Routed clock nets over the placement:
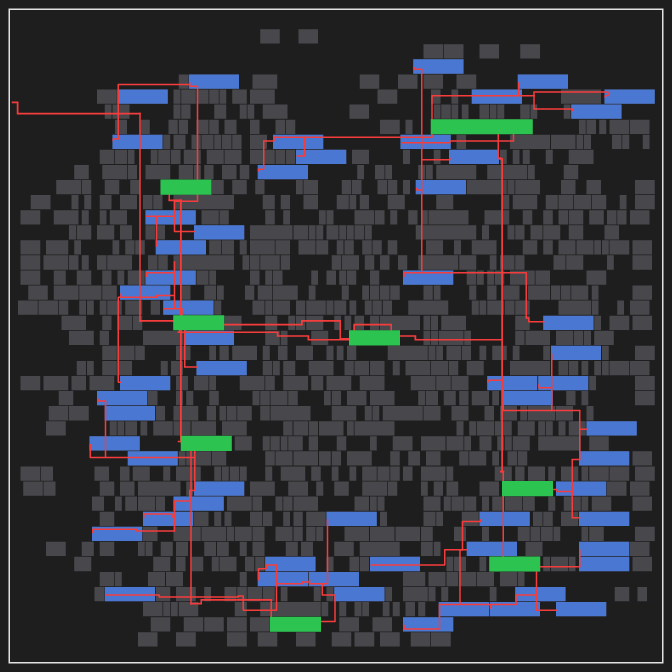
Pin map:
Pins as bars across the die edge, other pins in grey.
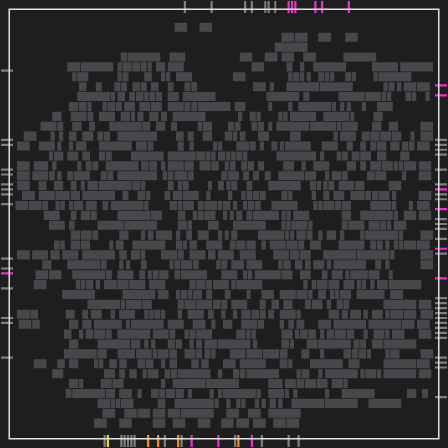
Sizing map:
The bar under the picture is 20 um long.
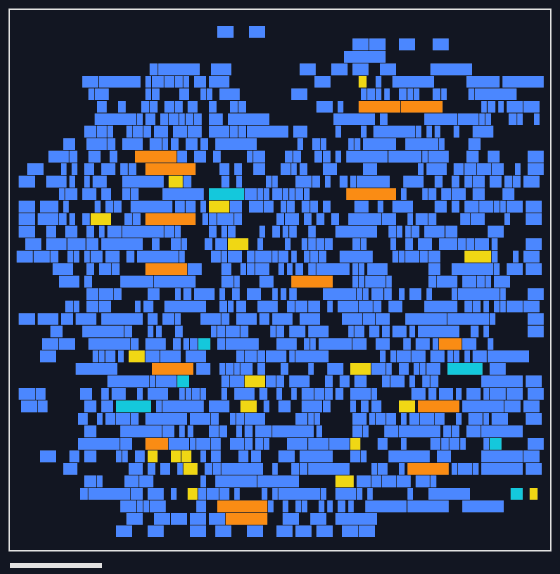
Met4 routing:
The bar under the picture is 20 um long.
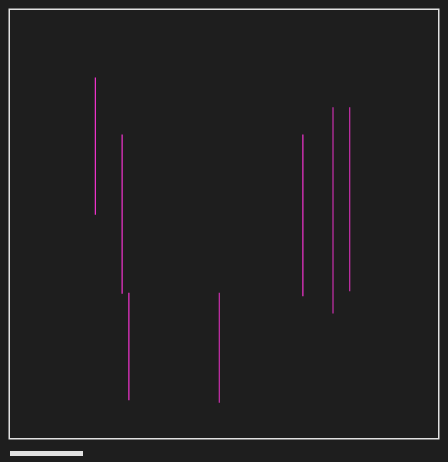
Clock nets:
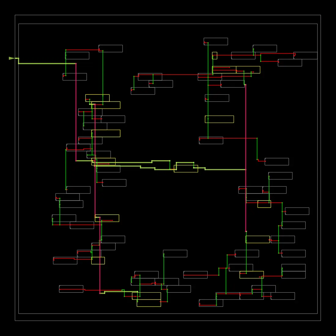
--- src/rtl/sobel_pkg.sv ---
// Shared types and constants for the Sobel window scan controller.
package sobel_pkg;

  typedef enum logic [1:0] {
    DIR_LOAD  = 2'b00,
    DIR_LEFT  = 2'b01,
    DIR_RIGHT = 2'b10,
    DIR_DOWN  = 2'b11
  } shift_dir_t;

  typedef enum logic [2:0] {
    StIdle,
    StFullLoad,
    StCalc,
    StWaitCalc,
    StShift,
    StRefill,
    StDone
  } scan_state_t;

  localparam int unsigned FULL_FILL = 9;
  localparam int unsigned REFILL    = 3;

endpackage

--- src/rtl/scan_addr_gen.sv ---
// Pixel address for fill index k of the current window load or refill.
module scan_addr_gen import sobel_pkg::*; #(
  parameter int unsigned IMG_W  = 8,
  parameter int unsigned ADDR_W = 16
) (
  input  logic [ADDR_W-1:0] base,
  input  logic [ADDR_W-1:0] win_row,
  input  logic [ADDR_W-1:0] win_col,
  input  shift_dir_t        dir,
  input  logic [3:0]        k,
  output logic [ADDR_W-1:0] addr
);

  logic [3:0]        k_div3;
  logic [3:0]        k_mod3;
  logic [ADDR_W-1:0] row;
  logic [ADDR_W-1:0] col;

  assign k_div3 = k / 4'd3;
  assign k_mod3 = k % 4'd3;

  // Refill coordinates assume win_row/win_col already reflect the shift.
  always_comb begin
    row = win_row;
    col = win_col;
    unique case (dir)
      DIR_LOAD: begin
        row = win_row + ADDR_W'(k_div3);
        col = win_col + ADDR_W'(k_mod3);
      end
      DIR_LEFT: begin
        row = win_row + ADDR_W'(k);
        col = win_col + ADDR_W'(2);
      end
      DIR_RIGHT: begin
        row = win_row + ADDR_W'(k);
      end
      DIR_DOWN: begin
        row = win_row + ADDR_W'(2);
        col = win_col + ADDR_W'(k);
      end
    endcase
  end

  assign addr = base + row * ADDR_W'(IMG_W) + col;

endmodule

--- src/rtl/window_scan_ctrl.sv ---
// Serpentine scan controller: loads the 3x3 window buffer, then shifts and
// refills it across the frame, pulsing the compute stage once per window.
module window_scan_ctrl import sobel_pkg::*; #(
  parameter int unsigned IMG_W  = 8,
  parameter int unsigned IMG_H  = 8,
  parameter int unsigned ADDR_W = 16
) (
  input  logic              clk,
  input  logic              n_rst,
  input  logic              frame_start,
  input  logic [ADDR_W-1:0] frame_base,
  output logic              mem_rd_req,
  output logic [ADDR_W-1:0] mem_addr,
  input  logic              mem_rd_ack,
  output logic              wb_start_read,
  output logic              wb_start_shift,
  output logic [1:0]        wb_shift_direc,
  output logic [3:0]        wb_count,
  output logic              calc_start,
  input  logic              calc_done,
  output logic [ADDR_W-1:0] win_row,
  output logic [ADDR_W-1:0] win_col,
  output logic              busy,
  output logic              frame_done
);

  localparam logic [ADDR_W-1:0] LastRow    = ADDR_W'(IMG_H - 3);
  localparam logic [ADDR_W-1:0] EndCol     = ADDR_W'(IMG_W - 3);
  localparam logic [3:0]        LastFull   = 4'(FULL_FILL - 1);
  localparam logic [3:0]        LastRefill = 4'(REFILL - 1);

  scan_state_t       state_q, state_d;
  shift_dir_t        dir_q, dir_d;
  logic [ADDR_W-1:0] base_q, base_d;
  logic [ADDR_W-1:0] row_q, row_d;
  logic [ADDR_W-1:0] col_q, col_d;
  logic [3:0]        k_q, k_d;
  logic [ADDR_W-1:0] gen_addr;
  logic              row_end;
  logic              last_win;
  logic              reading;

  // Even rows sweep left-to-right, odd rows right-to-left.
  assign row_end  = row_q[0] ? (col_q == '0) : (col_q == EndCol);
  assign last_win = (row_q == LastRow) && row_end;
  assign reading  = (state_q == StFullLoad) || (state_q == StRefill);

  scan_addr_gen #(
    .IMG_W  (IMG_W),
    .ADDR_W (ADDR_W)
  ) u_addr_gen (
    .base    (base_q),
    .win_row (row_q),
    .win_col (col_q),
    .dir     (dir_q),
    .k       (k_q),
    .addr    (gen_addr)
  );

  always_ff @(posedge clk or negedge n_rst) begin
    if (!n_rst) begin
      state_q <= StIdle;
      dir_q   <= DIR_LOAD;
      base_q  <= '0;
      row_q   <= '0;
      col_q   <= '0;
      k_q     <= '0;
    end else begin
      state_q <= state_d;
      dir_q   <= dir_d;
      base_q  <= base_d;
      row_q   <= row_d;
      col_q   <= col_d;
      k_q     <= k_d;
    end
  end

  always_comb begin
    state_d = state_q;
    dir_d   = dir_q;
    base_d  = base_q;
    row_d   = row_q;
    col_d   = col_q;
    k_d     = k_q;
    unique case (state_q)
      StIdle: begin
        if (frame_start) begin
          base_d  = frame_base;
          row_d   = '0;
          col_d   = '0;
          dir_d   = DIR_LOAD;
          k_d     = '0;
          state_d = StFullLoad;
        end
      end
      StFullLoad: begin
        if (mem_rd_ack) begin
          if (k_q == LastFull) begin
            k_d     = '0;
            state_d = StCalc;
          end else begin
            k_d = k_q + 4'd1;
          end
        end
      end
      StCalc: state_d = StWaitCalc;
      StWaitCalc: begin
        if (calc_done) begin
          if (last_win) begin
            state_d = StDone;
          end else begin
            state_d = StShift;
            if (row_end)       dir_d = DIR_DOWN;
            else if (row_q[0]) dir_d = DIR_RIGHT;
            else               dir_d = DIR_LEFT;
          end
        end
      end
      StShift: begin
        k_d     = '0;
        state_d = StRefill;
        case (dir_q)
          DIR_LEFT:  col_d = col_q + ADDR_W'(1);
          DIR_RIGHT: col_d = col_q - ADDR_W'(1);
          DIR_DOWN:  row_d = row_q + ADDR_W'(1);
          default:   ;
        endcase
      end
      StRefill: begin
        if (mem_rd_ack) begin
          if (k_q == LastRefill) begin
            k_d     = '0;
            state_d = StCalc;
          end else begin
            k_d = k_q + 4'd1;
          end
        end
      end
      StDone:  state_d = StIdle;
      default: state_d = StIdle;
    endcase
  end

  always_comb begin
    mem_rd_req     = reading;
    mem_addr       = reading ? gen_addr : '0;
    wb_start_read  = reading & mem_rd_ack;
    wb_start_shift = (state_q == StShift);
    wb_shift_direc = dir_q;
    wb_count       = reading ? k_q : 4'd0;
    calc_start     = (state_q == StCalc);
    frame_done     = (state_q == StDone);
    busy           = (state_q != StIdle) && (state_q != StDone);
  end

  assign win_row = row_q;
  assign win_col = col_q;

endmodule

--- config.mk ---
export PLATFORM = sky130hd
export DESIGN_NAME = window_scan_ctrl
export DESIGN_NICKNAME = d
export VERILOG_FILES = /design/src/rtl/sobel_pkg.sv /design/src/rtl/scan_addr_gen.sv /design/src/rtl/window_scan_ctrl.sv
export SDC_FILE = /design/constraint.sdc
export NUM_CORES = 1
export LEC_CHECK = 0
export CAP_MARGIN = 20
export CORE_UTILIZATION = 45
export CTS_CLUSTER_SIZE = 28
export DETAILED_ROUTE_END_ITERATION = 8
export PLACE_DENSITY = 0.75
export REMOVE_ABC_BUFFERS = 1
export SYNTH_ARGS = -nofsm -noshare
export SYNTH_HDL_FRONTEND = slang
export SYNTH_SLANG_ARGS = --single-unit
--- constraint.sdc ---
create_clock -name clk -period 12 [get_ports clk]
set_clock_uncertainty 0.05 [all_clocks]
set_input_delay 3.6 -clock clk [delete_from_list [all_inputs] [get_ports clk]]
set_output_delay 3.6 -clock clk [all_outputs]
set_load 0.03 [all_outputs]
==> impl_metrics.py <==
# Flow results
metrics = {
    "logic_synthesis": {
        "syn_area_per_cell_um2": 7.86,
        "top_logic_kind": "simple AND/OR/NAND/NOR gates",
        "ys_seq_elements": 57,
        "syn_inst": 766,
        "yosys-stat-cells": 766,
        "synthTopCellsByCount": "nand2_1 (77), nor2_1 (75), inv_1 (66), o21ai_0 (66), dfrtp_1 (57)",
        "async_flop_share_pct": 100,
        "ff_type": "dfrtp_1",
        "synthAoiAreaFrac_pct": 21.4,
        "yosys.cell_count.top_type": "nand2_1",
        "synth_warnings": 0,
        "netlist_area_um2": 6020,
        "top_cell_area_share_pct": 23.7,
        "ys_sh_xor_pct": 7.13,
        "top_area_cell": "dfrtp_1",
        "yosys.area_share.simple_pct": 24.0,
        "ys_sh_adder_pct": 16.1,
        "ys_sh_mux_pct": 0.853,
        "ys_seq_share_pct": 23.7,
        "ys_area_um2": 6020,
        "synth.distinct_cells": 75,
        "topCellsByArea": "dfrtp_1 (24%), ha_1 (11%), o21ai_0 (5.5%)",
    },
    "finish": {
        "nets": 915,
        "clkCellAreaFrac_pct": 5.19,
        "seq_area_um2": 1430,
        "layout.nonclk_buf_share_pct": 11.3,
        "layout_top_cell": "clkdlybuf4s50_1",
        "comb_cells": 608,
        "biggestCellCategory": "multi-input combinational cells",
        "n_all_inverters": 66,
        "drive_gt1_share_pct": 4.93,
        "comb_area_um2": 4180,
        "antennaDiodeCount": 0,
        "ff_count": 57,
        "comb_share_pct": 57.5,
        "seq-cell-share_pct": 19.6,
        "num-fill-cells": 1210,
        "n_clock_buffer": 11,
        "most-common-layout-cells": "clkdlybuf4s50_1 (79), nand2_1 (77), nor2_1 (74)",
    },
    "critical_path": {
        "r2r_start": "wb_shift_direc[0]",
        "crit_required_ps": 8350,
        "critPathMaxStageDelay_ps": 720,
        "cp.arrival_ps": 7310,
        "crit_top_cell": "ha_1",
        "startpoint": "k_q[0]",
        "cp.depth": 29,
        "rrSetupSlack_ps": 8960,
        "crit_path_max_fanout": 8,
        "worstRegToRegCells": 10,
        "r2r_end": "win_col[15]",
        "cpMaxStageDelayCell": "a221oi_1",
        "path_delay_family": "AND-OR/OR-AND gates",
        "endpoint_kind": "output port",
        "critPathKind": "flop to output port",
        "crit_buf_inv": 4,
    },
    "pwr": {
        "maxPowerGroup": "combinational logic",
        "pg_clk_uw": 331,
        "sequentialPower_uw": 276,
        "sw_frac_of_total_pct": 43.4,
        "p_sw_uw": 563,
        "comb-power_uw": 691,
        "internal_power_uw": 735,
        "sequentialPowerShare_pct": 21.3,
        "peakVddDrop_uv": 112,
        "leakage_uw": 0.00328,
    },
    "floorplanning": {
        "chipArea_um2": 13800,
        "fp_util_pct": 46.9,
        "taps": 172,
        "rows": 41,
        "core_um2": 12800,
        "io_pins": 81,
    },
    "global_route": {
        "grt_max_degree": 58,
        "overflow": 0,
        "use_met1_pct": 32.3,
        "grt_first_pass_wirelength_um": 26300,
        "antenna_found_initial": 0,
        "grt.total_usage_pct": 23.5,
        "grt_pass1_vias": 5293,
    },
    "sta": {
        "slew_headroom_pct": 37.7,
        "rsz0062_at_grt": "false",
        "setup_viol": 0,
        "holdWs_ps": 458,
        "finalHoldViolations": 0,
        "slew_viol_final": 0,
        "setup_tns_ps": 0,
        "fin_crit_ps": 10960,
        "period_used_pct": 91.3,
        "fmax_ghz": 0.0913,
        "worstMarginPinSlew_ps": 933,
    },
    "clock_tree": {
        "cts_tree": "yes",
        "htreeDepth": 3,
        "clk_pin_slew_ps": 50,
        "max-clock-path-buffers": 2,
        "cts_setup_buffers": 0,
        "clkLatencyLatePin_ps": 340,
        "cts_resized": 0,
        "cts_root_buf": "clkbuf_16",
        "ctsHoldBuffers": 0,
    },
    "run": {
        "drv_cap": 0,
        "openroad.warnings": 31,
    },
    "placement": {
        "place_ws_ps": 1510,
        "dpl_cell_area_um2": 6900,
        "place_congestion": 0.903,
        "place_inst": 987,
    },
    "hold_path": {
        "min_path_cells": 2,
        "min_path_type": "flop to flop",
    },
    "route": {
        "ant_nets": 0,
        "routed-wl-met2_um": 7120,
        "wl_met1_um": 7720,
        "drtIter0Drc": 441,
        "route.met3.wl_um": 587,
        "wl_um": 15700,
        "drt-wirelength-per-cell_um": 15.7,
        "dr.pass1.iters": 5,
        "vias_per_cell": 5.56,
        "vias": 5573,
    },
    "run_status": {
        "status": "complete, no violations",
    },
}
## Picture notes: 'routed clock nets over the placement'
[clock wires] red | length: 1020 um
[cells driving clock nets] green | count: 9
[flip-flops] blue | count: 57
routed clock nets: 10

## Picture notes: 'pin map'
| port | colour | pins | direction | edge |
|---|---|---|---|---|
| frame_base | magenta | 16 | input | 6 top, 6 right, 3 bottom, 1 left |
| mem_rd_req | yellow | 1 | output | bottom |
| wb_count | orange | 4 | output | bottom |
all pins by edge: 32 right, 20 bottom, 16 left, 13 top
Die Wd: 118 um
Die Ht: 118 um
# port buffers: 80

## Picture notes: 'sizing map'
| size | colour | cells | share |
|---|---|---|---|
| drive 3 to 4 | cyan | 7 | 0.84% |
| drive 1 or less | blue | 790 | 95% |
| drive 6 and up | orange | 15 | 1.8% |
| drive 2 | yellow | 19 | 2.3% |
Final WS setup: 1040 ps
number of non-clock buffers in the layout: 84
Finished Cell Area: 7280 um2
Layout area overhead: 20.9%

## Picture notes: 'met4 routing'
longest straight run: 56.4 um
nets with wire on the layer: 5
main direction: vertical

## Picture notes: 'clock nets'
CTS Buf Count: 9
CTS Sinks: 57

No activity file was given, so power comes from the tool's default toggle rates.
